==> src/rtl/bcd_countdown_timer.sv <==
// Four-digit BCD mm:ss countdown timer driven by synchronized pgt rising edges.
// Digits are shift-loaded from the keypad; done pulses on reaching 00:00.
module bcd_countdown_timer #(
    parameter int SYNC_STAGES = 2
) (
    input  logic       clk,
    input  logic       rst,
    input  logic       pgt,
    input  logic       enable,
    input  logic       key_valid,
    input  logic [3:0] key_bcd,
    input  logic       start,
    input  logic       clear,
    output logic [3:0] min_tens,
    output logic [3:0] min_ones,
    output logic [3:0] sec_tens,
    output logic [3:0] sec_ones,
    output logic       running,
    output logic       zero,
    output logic       done
);

    typedef enum logic [1:0] {
        IDLE,
        RUN,
        DONE
    } state_t;

    state_t state, state_n;

    logic [SYNC_STAGES-1:0] sync;
    logic                   prev;
    logic                   tick;

    logic [3:0] mt_n, mo_n, st_n, so_n;
    logic       done_n;

    logic [3:0] d_mt, d_mo, d_st, d_so;
    logic       b0, b1, b2;
    logic       dec_zero;

    // Synchronizer runs in every state so a steady-high pgt never ticks.
    always_ff @(posedge clk) begin
        if (rst) begin
            sync <= '0;
            prev <= 1'b0;
        end else begin
            sync <= {sync[SYNC_STAGES-2:0], pgt};
            prev <= sync[SYNC_STAGES-1];
        end
    end

    assign tick = sync[SYNC_STAGES-1] & ~prev;

    assign zero = (min_tens == 4'd0) && (min_ones == 4'd0) &&
                  (sec_tens == 4'd0) && (sec_ones == 4'd0);
    assign running = (state == RUN);

    // Seconds tens wraps to 5 on borrow; entered values above 5 just count down.
    always_comb begin
        b0   = (sec_ones == 4'd0);
        d_so = b0 ? 4'd9 : sec_ones - 4'd1;
        d_st = sec_tens;
        if (b0)
            d_st = (sec_tens == 4'd0) ? 4'd5 : sec_tens - 4'd1;
        b1   = b0 && (sec_tens == 4'd0);
        d_mo = min_ones;
        if (b1)
            d_mo = (min_ones == 4'd0) ? 4'd9 : min_ones - 4'd1;
        b2   = b1 && (min_ones == 4'd0);
        d_mt = b2 ? min_tens - 4'd1 : min_tens;
        dec_zero = (d_mt == 4'd0) && (d_mo == 4'd0) &&
                   (d_st == 4'd0) && (d_so == 4'd0);
    end

    always_comb begin
        state_n = state;
        mt_n    = min_tens;
        mo_n    = min_ones;
        st_n    = sec_tens;
        so_n    = sec_ones;
        done_n  = 1'b0;
        if (clear) begin
            state_n = IDLE;
            mt_n    = 4'd0;
            mo_n    = 4'd0;
            st_n    = 4'd0;
            so_n    = 4'd0;
        end else begin
            unique case (state)
                IDLE: begin
                    if (start) begin
                        if (!zero)
                            state_n = RUN;
                    end else if (key_valid && key_bcd <= 4'd9) begin
                        mt_n = min_ones;
                        mo_n = sec_tens;
                        st_n = sec_ones;
                        so_n = key_bcd;
                    end
                end
                RUN: begin
                    if (tick && enable && !zero) begin
                        mt_n = d_mt;
                        mo_n = d_mo;
                        st_n = d_st;
                        so_n = d_so;
                        if (dec_zero) begin
                            state_n = DONE;
                            done_n  = 1'b1;
                        end
                    end
                end
                DONE: begin
                    state_n = DONE;
                end
                default: begin
                    state_n = IDLE;
                end
            endcase
        end
    end

    always_ff @(posedge clk) begin
        if (rst) begin
            state    <= IDLE;
            min_tens <= 4'd0;
            min_ones <= 4'd0;
            sec_tens <= 4'd0;
            sec_ones <= 4'd0;
            done     <= 1'b0;
        end else begin
            state    <= state_n;
            min_tens <= mt_n;
            min_ones <= mo_n;
            sec_tens <= st_n;
            sec_ones <= so_n;
            done     <= done_n;
        end
    end

endmodule

==> config.mk <==
export PLATFORM = sky130hd
export DESIGN_NAME = bcd_countdown_timer
export DESIGN_NICKNAME = d
export VERILOG_FILES = /design/src/rtl/bcd_countdown_timer.sv
export SDC_FILE = /design/constraint.sdc
export NUM_CORES = 1
export LEC_CHECK = 0
export ABC_AREA = 0
export CAP_MARGIN = 20
export CORE_MARGIN = 2
export CORE_UTILIZATION = 40
export CTS_CLUSTER_SIZE = 25
export DETAILED_ROUTE_END_ITERATION = 7
export PLACE_DENSITY = 0.63
export REMOVE_ABC_BUFFERS = 1
export SLEW_MARGIN = 15
export SYNTH_ARGS = -nofsm -noshare
export SYNTH_HDL_FRONTEND = slang
export SYNTH_SLANG_ARGS = --single-unit
==> constraint.sdc <==
create_clock -name clk -period 3.3 [get_ports clk]
set_input_delay 0.99 -clock clk [delete_from_list [all_inputs] [get_ports clk]]
set_output_delay 0.99 -clock clk [all_outputs]
set_load 0.05 [all_outputs]
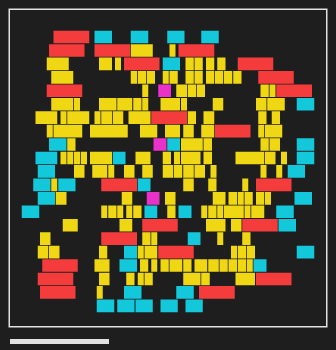
(placed cells, one colour a class)
Scale bar: 20 um.
Key: red = flops [cells 22, share of their area 25%]; yellow = combinational and other logic [cells 150, share of their area 54%]; cyan = other buffers and delay cells [cells 36, share of their area 20%]; magenta = clock drivers [cells 3, share of their area 1.3%]
cell area after layout: 0.00180 mm^2
final core utilization: 53.1%
flip-flop and latch share of the layout cell area: 24.5%
core area: 0.00339 mm^2
# rows: 21

==> flow_metrics.tcl <==
# place-and-route summary
set metrics [dict create \
    syn_inst 185 \
    highest_layer "met4" \
    crit_path_end_kind "output pin" \
    met3_length_um 132 \
    die_width_um 64.0 \
    irDropWorstVdd_v 0.000148 \
    rr_startpoint "sec_ones[0]" \
    critPathMaxFanout 9 \
    worstSetupPathType "reg -> out" \
    yosysWarnings 0 \
    cts_max_path_buffers 2 \
    grt.total_usage_pct 18.7 \
    status "finished, final reports clean" \
    grt_pass1_wl_um 6170 \
    area_delta_synth_final_pct 25.2 \
    hold_depth 1 \
    cp_num_buf_inv 2 \
    slowest_delay_ns 0.42 \
    dpl_worst_slack_ns 0.401 \
    ios 30 \
    hp-start "sync[0]" \
    die_y_um 64.0 \
    n_antenna_cell 0 \
    min_period_over_period_pct 86.6 \
    fillers 341 \
    slew_viol_final 0 \
    dieArea_mm2 0.00409 \
    cts_root_buf "clkbuf_4" \
    worstHoldEndpoint "sync[1]" \
    antenna_found_initial 0 \
    grt_setup_unrepaired "false" \
    cpMaxStageDelayCell "dfxtp_1" \
    htreeDepth 1 \
    setup_viol 0 \
    wl_met2_um 1840 \
    cts_tree "built" \
    post_cts_buffers 0 \
    cts_resized 0 \
    wirelength_um 3660 \
    overflow 0 \
    dp.cells 254 \
    hold_viol_final 0 \
    p_leak_nw 0.641 \
    maxCapViolCount 0 \
    period_minus_slack_ns 2.86 \
    r2r_slack_ns 1.00 \
    postRouteAntennaNets 0 \
    whs_ns 0.465 \
    gp_congestion 0.828 \
    yosys_cells 185 \
    tightest_slew_ns 0.575 \
    wl_met1_um 1670 \
    fin_tns_setup_ns 0 \
    cp-start-kind "flip-flop" \
    tool_warnings 27 \
    drc 0 \
    avgSynthCellArea_um2 7.77 \
    clock-sinks 22 \
    hpwl_um 2700 \
    timing.final.ws_setup_ns 0.442 \
    final_cells 257 \
    fp_util_pct 42.4 \
    nets 228 \
    worstRegToRegCells 7 \
    max_freq_mhz 350 \
    crit_arrival_ns 1.87 \
    grt_max_degree 23 \
    vias_per_cell 5.65 \
    regToRegEndpoint "state[0]" \
    vias 1451 \
    wl_per_cell_um 14.2 \
    cpLargestDelayFamily "simple AND/OR/NAND/NOR gates" \
    drive_above_1_share_pct 13.7 \
    slew_headroom_pct 61.3 \
    powerDensity_mw_per_mm2 333 \
    ctsHoldBuffers 0 \
    yosys_area_mm2 0.00144 \
    drtIter0Drc 67 \
    crit_chain "nor4_1, nand4_1, inv_1, dlymetal6s2s_1" \
    synth_cell_type_count 44 \
    crit_required_ns 2.31 \
    synth_flops 22 \
    skew_ns 0.0105 \
    hold_class "reg -> reg" \
    io_buffers 29 \
    grt_pass1_vias 1361 \
    clk_latency_ns 0.31 \
    firstDrtPassIters 4 \
    path_clk_slew_ns 0.13 \
    yosys.stat.seqShare_pct 30.6 \
    synth.cell_area_mm2 0.00144 \
]
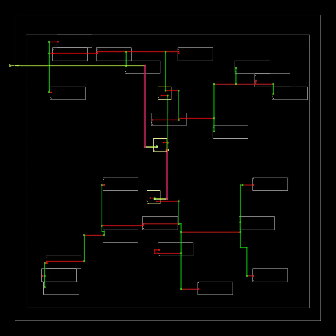
(the clock network)
CTS Buf Count: 3
Seq Cell Count: 22
clock network power: 0.000126 W

[synth_stat cells (all sizes together)]
master | instances | share of area [%]
nor3b | 1 | 0.52
or4 | 2 | 1.6
or2 | 5 | 2.2
o41a | 1 | 1.5
o21ai | 15 | 5.2
clkbuf | 7 | 1.8
a311o | 1 | 0.70
nor3 | 7 | 3.2
a311oi | 1 | 0.61
o31ai | 2 | 1.4
o41ai | 1 | 1.1
nand3 | 5 | 1.7
dfxtp | 22 | 31
o211ai | 5 | 3.3
ha | 4 | 3.5
buf | 6 | 2.4
and3b | 2 | 1.2
o2bb2ai | 1 | 0.61
nor2b | 8 | 3.5
mux2 | 3 | 2.3
a21oi | 22 | 7.7
and2 | 2 | 0.87
nor4 | 5 | 2.6
inv | 8 | 2.1
nand2 | 19 | 5.0
nand4 | 2 | 0.87
nand2b | 1 | 0.44
mux2i | 3 | 2.1
a21bo | 1 | 0.70
a31oi | 3 | 1.3
a211o | 1 | 0.61
nor2 | 14 | 3.7
a211oi | 3 | 1.9
nor4b | 1 | 0.61
a21o | 1 | 0.52
[placed cells by master (no fill, tap or decap), types with 5 or more instances in the layout]
master / netlist / final
nand2_1: 19 / 19
buf_4: 0 / 8
o21ai_0: 14 / 14
a21oi_1: 22 / 22
nand3_1: 5 / 5
nor2_1: 14 / 14
nor3_1: 6 / 6
clkdlybuf4s50_1: 0 / 27
dfxtp_1: 22 / 22
inv_1: 8 / 8
nor2b_1: 8 / 8
[worst max-delay path by stage]
stage | startpoint | end | cells past startpoint
CTS | min_tens[0] | zero | 6
global placement | min_tens[0] | zero | 6
floorplan | min_tens[0] | zero | 5
detailed placement | min_tens[0] | zero | 6
global route | min_tens[0] | zero | 6
finish | min_ones[2] | zero | 4
[where the power goes]
part	internal [W]	leakage, nW	switching (W)	total (W)
Combinational	0.0000742	0.449	0.000122	0.000196
Sequential	0.000272	0.178	0.00000485	0.000276
Clock	0.0000427	0.0138	0.0000832	0.000126
Total	0.000389	0.641	0.000210	0.000599
[final cells by class]
| type | count | area, um^2 | share of cell area, % |
|---|---|---|---|
| well taps | 46 | 57.6 | 3.20 |
| clock buffers | 3 | 22.5 | 1.25 |
| repair buffers | 36 | 343 | 19.1 |
| multi-input cells | 142 | 906 | 50.3 |
| flip-flops and latches | 22 | 440 | 24.5 |
| inverters | 8 | 30.0 | 1.67 |
[logic make-up after synthesis]
family                     count (synthesis)  share of synthesized area (%)
and+or+nand+nor                           74                           27.9
AOI/OAI and AO/OA                         58                           27.2
DFF                                       22                           30.6
buffers and inverters                     21                           6.35
muxes                                      6                           4.44
adders and majority gates                  4                           3.48
[stage by stage]
stage                     util, %  cell area [um^2]  total power [W]
final                        53.1              1800         0.000599
after global routing         53.1              1800         0.000631
after CTS                    53.0              1800         0.000602
after detailed placement     52.3              1770         0.000478
after global placement       52.3              1770         0.000476
after floorplan                 -              1380         0.000416
[state kept, by name (all words and copies together), names as in the netlist]
signal,cells
done,1
min_tens,4
sec_tens,4
prev,1
state,2
min_ones,4
sync,2
sec_ones,4
[metal layers]
layer	global-route usage, %	up-vias
met4	4.08	0
met1	24.2	697
met3	2.46	4
li1	-	719
met2	32.9	31
met5	0	-
No activity file was given, so power comes from the tool's default toggle rates.
